**src/rtl/tx_poly_upsmp_pkg.sv**
```systemverilog
// Shared constants for the TX polyphase upsampler and the matching RX blocks.
// Holds default sizes, the raised-cosine coefficient set and index helpers.
package tx_poly_upsmp_pkg;

   localparam int DEF_OS     = 4;
   localparam int DEF_TAPS   = 6;
   localparam int DEF_S_IN   = 2;
   localparam int DEF_S_COEF = 8;
   localparam int DEF_FASE   = $clog2(DEF_OS);
   localparam int DEF_S_OUT  = DEF_S_COEF + DEF_S_IN + $clog2(DEF_TAPS);
   localparam int DEF_NCOEF  = DEF_OS * DEF_TAPS;
   localparam int DEF_COEF_W = DEF_NCOEF * DEF_S_COEF;

   // Coefficient h[k*OS+p] feeds symbol tap k in polyphase branch p.
   function automatic int coef_idx(input int k, input int p, input int os);
      return k * os + p;
   endfunction

   // Raised cosine, roll-off 0.5, Q7, symmetric about the filter centre.
   function automatic int rc_tap(input int n);
      int m;
      int v;
      m = (n < DEF_NCOEF / 2) ? n : DEF_NCOEF - 1 - n;
      v = 0;
      case (m)
         0:       v = 0;
         1:       v = 1;
         2:       v = 3;
         3:       v = 2;
         4:       v = -3;
         5:       v = -12;
         6:       v = -17;
         7:       v = -10;
         8:       v = 15;
         9:       v = 55;
         10:      v = 97;
         11:      v = 124;
         default: v = 0;
      endcase
      return v;
   endfunction

   function automatic logic [DEF_COEF_W-1:0] rc_coefs();
      logic [DEF_COEF_W-1:0] v;
      v = '0;
      for (int n = 0; n < DEF_NCOEF; n++) begin
         v[n*DEF_S_COEF +: DEF_S_COEF] = DEF_S_COEF'(rc_tap(n));
      end
      return v;
   endfunction

   localparam logic [DEF_COEF_W-1:0] DEF_RC_COEFS = rc_coefs();

endpackage

```
**src/rtl/tx_poly_upsmp_mac.sv**
```systemverilog
// Combinational polyphase branch: picks h[k*OS+p] for one phase
// and sums the TAPS coefficient-by-symbol products at full precision.
module poly_branch_mac
   import tx_poly_upsmp_pkg::*;
#(
   parameter int OS     = DEF_OS,
   parameter int TAPS   = DEF_TAPS,
   parameter int S_IN   = DEF_S_IN,
   parameter int S_COEF = DEF_S_COEF,
   parameter int FASE   = $clog2(OS),
   parameter int S_OUT  = S_COEF + S_IN + $clog2(TAPS)
) (
   input  logic [OS*TAPS*S_COEF-1:0] i_coefs,
   input  logic [TAPS*S_IN-1:0]      i_sr,
   input  logic [FASE-1:0]           i_phase,
   output logic signed [S_OUT-1:0]   o_sum
);

   localparam int PW = S_IN + S_COEF;

   logic signed [S_COEF-1:0] w_coef;
   logic signed [S_IN-1:0]   w_sym;
   logic signed [PW-1:0]     w_prod;
   logic signed [S_OUT-1:0]  w_acc;

   always_comb begin
      w_coef = '0;
      w_sym  = '0;
      w_prod = '0;
      w_acc  = '0;
      for (int k = 0; k < TAPS; k++) begin
         w_coef = i_coefs[coef_idx(k, int'(i_phase), OS)*S_COEF +: S_COEF];
         w_sym  = i_sr[k*S_IN +: S_IN];
         w_prod = PW'(w_coef) * PW'(w_sym);
         w_acc  = w_acc + S_OUT'(w_prod);
      end
   end

   assign o_sum = w_acc;

endmodule

```
**src/rtl/tx_poly_upsmp.sv**
```systemverilog
// Transmit polyphase upsampler: one symbol in per OS accepted ticks,
// one shaped sample out per tick, with phase index and phase-0 strobe.
module tx_poly_upsmp
   import tx_poly_upsmp_pkg::*;
#(
   parameter int OS     = DEF_OS,
   parameter int TAPS   = DEF_TAPS,
   parameter int S_IN   = DEF_S_IN,
   parameter int S_COEF = DEF_S_COEF,
   parameter int FASE   = $clog2(OS),
   parameter int S_OUT  = S_COEF + S_IN + $clog2(TAPS),
   parameter logic [OS*TAPS*S_COEF-1:0] COEFS = '0
) (
   input  logic                    clock,
   input  logic                    i_reset,
   input  logic                    i_enable,
   input  logic                    i_valid,
   input  logic signed [S_IN-1:0]  i_symbol,
   output logic signed [S_OUT-1:0] o_tx,
   output logic                    o_valid,
   output logic                    o_sync,
   output logic [FASE-1:0]         o_fase
);

   logic [FASE-1:0]         r_cnt;
   logic [FASE-1:0]         r_p;
   logic                    r_v1;
   logic [TAPS*S_IN-1:0]    r_sr;
   logic signed [S_OUT-1:0] r_tx;
   logic                    r_valid;
   logic                    r_sync;
   logic [FASE-1:0]         r_fase;

   logic                    w_last;
   logic signed [S_OUT-1:0] w_sum;

   assign w_last = (r_cnt == FASE'(OS - 1));

   poly_branch_mac #(
      .OS     (OS),
      .TAPS   (TAPS),
      .S_IN   (S_IN),
      .S_COEF (S_COEF),
      .FASE   (FASE),
      .S_OUT  (S_OUT)
   ) u_mac (
      .i_coefs (COEFS),
      .i_sr    (r_sr),
      .i_phase (r_p),
      .o_sum   (w_sum)
   );

   // Stage 1 tracks the phase and symbol history; stage 2 registers the MAC.
   always_ff @(posedge clock) begin
      if (i_reset) begin
         r_cnt   <= '0;
         r_p     <= '0;
         r_v1    <= 1'b0;
         r_sr    <= '0;
         r_tx    <= '0;
         r_valid <= 1'b0;
         r_sync  <= 1'b0;
         r_fase  <= '0;
      end else if (i_enable) begin
         r_v1 <= i_valid;
         if (i_valid) begin
            if (r_cnt == '0) begin
               r_sr <= {r_sr[(TAPS-1)*S_IN-1:0], i_symbol};
            end
            r_p   <= r_cnt;
            r_cnt <= w_last ? '0 : r_cnt + FASE'(1);
         end
         r_tx    <= w_sum;
         r_valid <= r_v1;
         r_sync  <= r_v1 && (r_p == '0);
         r_fase  <= r_p;
      end
   end

   assign o_tx    = r_tx;
   assign o_valid = r_valid;
   assign o_sync  = r_sync;
   assign o_fase  = r_fase;

endmodule

```
**config.mk**
```make
export PLATFORM = sky130hd
export DESIGN_NAME = tx_poly_upsmp
export DESIGN_NICKNAME = d
export VERILOG_FILES = /design/src/rtl/tx_poly_upsmp_pkg.sv /design/src/rtl/tx_poly_upsmp_mac.sv /design/src/rtl/tx_poly_upsmp.sv
export SDC_FILE = /design/constraint.sdc
export NUM_CORES = 1
export LEC_CHECK = 0
export CORE_MARGIN = 4
export CORE_UTILIZATION = 45
export DETAILED_ROUTE_END_ITERATION = 8
export PLACE_DENSITY = 0.76
export SLEW_MARGIN = 30
export SYNTH_ARGS = -nofsm -noshare
export SYNTH_HDL_FRONTEND = slang
export SYNTH_HIERARCHICAL = 1
export SYNTH_SLANG_ARGS = --single-unit
```
**constraint.sdc**
```tcl
create_clock -name clock -period 4.8 [get_ports clock]
set_input_delay 0.96 -clock clock [delete_from_list [all_inputs] [get_ports clock]]
set_output_delay 0.96 -clock clock [all_outputs]
set_load 0.02 [all_outputs]
```
==> impl_table.tex <==
% Synthesis and place-and-route results
\begin{tabular}{lr}
\hline
Metric & Value \\
\hline
\multicolumn{2}{l}{\textbf{Outcome}} \\
Status & finished clean \\
\multicolumn{2}{l}{\textbf{Synth}} \\
Dominant comb cell & adder cells \\
Cell area after technology mapping & 0.00602 mm² \\
Number of register bits inferred by synthesis & 34 \\
Largest cells by area after synthesis & sky130\_fd\_sc\_hd\_\_fa\_1 (31\%), sky130\_fd\_sc\_hd\_\_mux4\_2 (18\%), sky130\_fd\_sc\_hd\_\_dfxtp\_1 (11\%) \\
Number of standard cells reported by yosys & 559 \\
Count of library flops with an enable pin & 0 \\
Post-synthesis share of cell area spent on xor and xnor gates & 2.04\% \\
Cell type with the highest aggregate area in the netlist & sky130\_fd\_sc\_hd\_\_fa\_1 \\
Cell with the most instances after synthesis & sky130\_fd\_sc\_hd\_\_inv\_1 \\
Number of standard cells after synthesis & 559 \\
Tally of yosys warning messages & 6 \\
Post-synthesis simple-gate area fraction & 13.1\% \\
Compound-gate portion of the synthesized area & under 10\% \\
Chip area estimate from yosys synthesis & 0.00602 mm² \\
Most numerous cell types in the synthesized netlist & sky130\_fd\_sc\_hd\_\_inv\_1 (114), sky130\_fd\_sc\_hd\_\_fa\_1 (94), sky130\_fd\_sc\_hd\_\_mux4\_2 (48) \\
Most frequently used flop master after synthesis & sky130\_fd\_sc\_hd\_\_dfxtp\_1 \\
Synthesized area per cell & $\sim$11 µm² \\
Seq share, synth & 11.3\% \\
Multiplexer fraction of the synthesized cell area & approximately 23\% \\
\multicolumn{2}{l}{\textbf{Finish}} \\
Clk\_buf instances & 7 \\
Cell class with the largest area share & combinational gates \\
Non-clock buffering overhead in the final layout & 5.45\% \\
Area occupied by registers & 701 µm² \\
Non-clock buffer instance count of the final layout & 45 \\
Share of layout cells above drive strength 1 & between 15 and 20\% \\
Flip-flop count of the largest register after layout & 13 \\
Number of fillers in the final layout & between 1000 and 1500 \\
Ant. Diodes & 0 \\
Leading cell type in the layout, fill and taps excluded & sky130\_fd\_sc\_hd\_\_conb\_1 \\
Final design utilization & around three fifths \\
Inverters & between 100 and 150 \\
Logic area & between 0.005 and 0.006 mm² \\
Commonest non-fill, non-tap cells in the layout & sky130\_fd\_sc\_hd\_\_conb\_1 (192), sky130\_fd\_sc\_hd\_\_inv\_1 (111), sky130\_fd\_sc\_hd\_\_fa\_1 (89), sky130\_fd\_sc\_hd\_\_mux4\_2 (48), sky130\_fd\_sc\_hd\_\_nand2b\_1 (44) \\
Sequential share of cell area & 9.28\% \\
Layout-stage area growth over the synthesis result & 25.5\% \\
\multicolumn{2}{l}{\textbf{GRT}} \\
Most used routing layer in global routing & met2 \\
Remaining global-route overflow & 0 \\
Vias in the first global route & 4688 \\
Met1 usage in global routing & 21.0\% \\
Maximum number of pins on one net before global-route repair & $\sim$52 \\
GR met3 Demand/Resource & 1.77\% \\
Fraction of met2 tracks used by global routing & 32.8\% \\
\multicolumn{2}{l}{\textbf{Power and ir drop}} \\
Part of the total power dissipated in the clock network & 41.4\% \\
Seq pwr share & 32.5\% \\
Combinational gate power & 240 µW \\
Sequential cell power & between 200 and 300 µW \\
Net switching power of the design & 254 µW \\
Fraction of power consumed by combinational cells & 26.1\% \\
Post-layout total power & 918 µW \\
Switching fraction of total power & 27.7\% \\
\multicolumn{2}{l}{\textbf{Timing}} \\
Worst slew pin tran & 809 ps \\
FMAX & roughly 210 MHz \\
Final Hold Fails & 0 \\
Max transition margin & 45.9\% \\
Layout Skew & 5.03 ps \\
Min cycle time layout & 4760 ps \\
Pins over their slew limit & 0 \\
Number of setup violations in the final report & 0 \\
Unrepaired setup endpoints after global routing & yes \\
Final WS setup & 40.7 ps \\
Post-layout period usage of the worst path & 99.2\% \\
Setup TNS after final layout & 0 ps \\
\multicolumn{2}{l}{\textbf{Setup path}} \\
Maximum single-stage delay on the critical path & 530 ps \\
Max FO, Critical Path & 5 \\
Startpoint types & flip-flop \\
Startpoint of the most critical register-to-register path & r\_sr[11] \\
Cell-by-cell listing of the critical path & buf\_4 -> buf\_4 -> nand2b\_1 -> fa\_1 -> fa\_1 -> inv\_1 -> fa\_1 -> fa\_1 -> inv\_1 -> fa\_1 -> inv\_1 -> ha\_1 -> and3\_1 -> a221o\_1 -> xor2\_1 -> mux2i\_1 -> nor2\_1 \\
Signal arrival time at the worst endpoint & 4900 ps \\
CP max-delay cell & sky130\_fd\_sc\_hd\_\_fa\_1 \\
Crit Path Class & flip-flop to flip-flop \\
Critical path startpoint & r\_sr[11] \\
Critical path endpoint category & flip-flop \\
Register-to-Register Path Depth & 17 \\
Most prevalent standard cell on the critical path & sky130\_fd\_sc\_hd\_\_fa\_1 \\
Destination of the worst register-to-register timing path & o\_tx[9] \\
\multicolumn{2}{l}{\textbf{Die}} \\
Std-Cell Rows & 41 \\
Initial Util & between 40\% and 50\% \\
Well-Tap Cells & approximately 170 \\
Horizontal die dimension & 124 µm \\
Die H & 124 µm \\
\multicolumn{2}{l}{\textbf{Clock network}} \\
Clock tree root buffer cell & sky130\_fd\_sc\_hd\_\_clkbuf\_16 \\
Number of buffers inserted by hold repair at cts & 0 \\
CTS Buffer Depth & 2 \\
Total clock buffers created by CTS & 5 \\
Quantity of gates resized following cts & 13 \\
Sinks on the clock net & 34 \\
Clock transition at the registers of the reported paths & $\sim$60 ps \\
Number of levels the H-tree was split into & 2 \\
\multicolumn{2}{l}{\textbf{Routing}} \\
First-pass iteration count of the detailed router & 4 \\
Post-detailed-route count of antenna-violating nets & 0 \\
DRT iter0 DRCs & 262 \\
Vias after detailed routing & between 4000 and 5000 \\
Wire length on met1 & about 5 mm \\
Uppermost layer routed & met4 \\
Met2 wire length & between 6 and 7 mm \\
DRT Wirelength & between 10 and 15 mm \\
\multicolumn{2}{l}{\textbf{Worst hold path}} \\
Hold endpoint & o\_sync \\
Worst hold path startpoint & o\_sync \\
Type of the worst min-delay path & flip-flop to flip-flop \\
Number of cells on the worst hold path & 2 \\
\multicolumn{2}{l}{\textbf{Place}} \\
Post-place setup slack & -65.6 ps \\
GP Congestion & 0.828 \\
Sum of net half-perimeters after detailed placement & 9.49 mm \\
\multicolumn{2}{l}{\textbf{Run}} \\
Max-cap violations & 0 \\
\hline
\end{tabular}
clock_nets.png
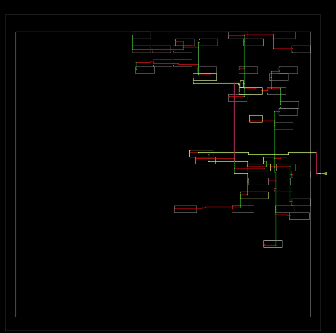
clock-net power: 380 µW
Seq cells: 34

m3.png
(3 px per µm) Cells faint in the background.
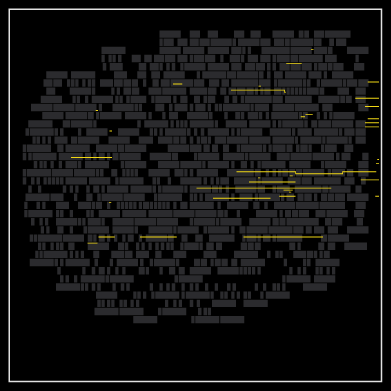
nets with wire on the layer: 25
main direction: horizontal

port_trees.png
(4 px per µm)
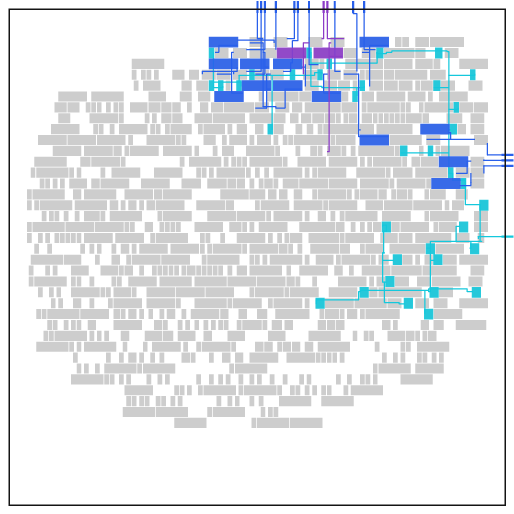
| colour | port | direction | edge | end cells | buffers | wire |
|---|---|---|---|---|---|---|
| purple | o_fase | output | top | 2 | 2 | 59.5 µm |
| blue | o_tx | output | 10 top, 3 right | 13 | 13 | 345 µm |
| cyan | i_reset | input | right | 36 | 1 | 323 µm |
Ports: 23
tally of buffers added on design ports: 22

Power figures rest on the tool's default switching activity, not on a simulated workload.
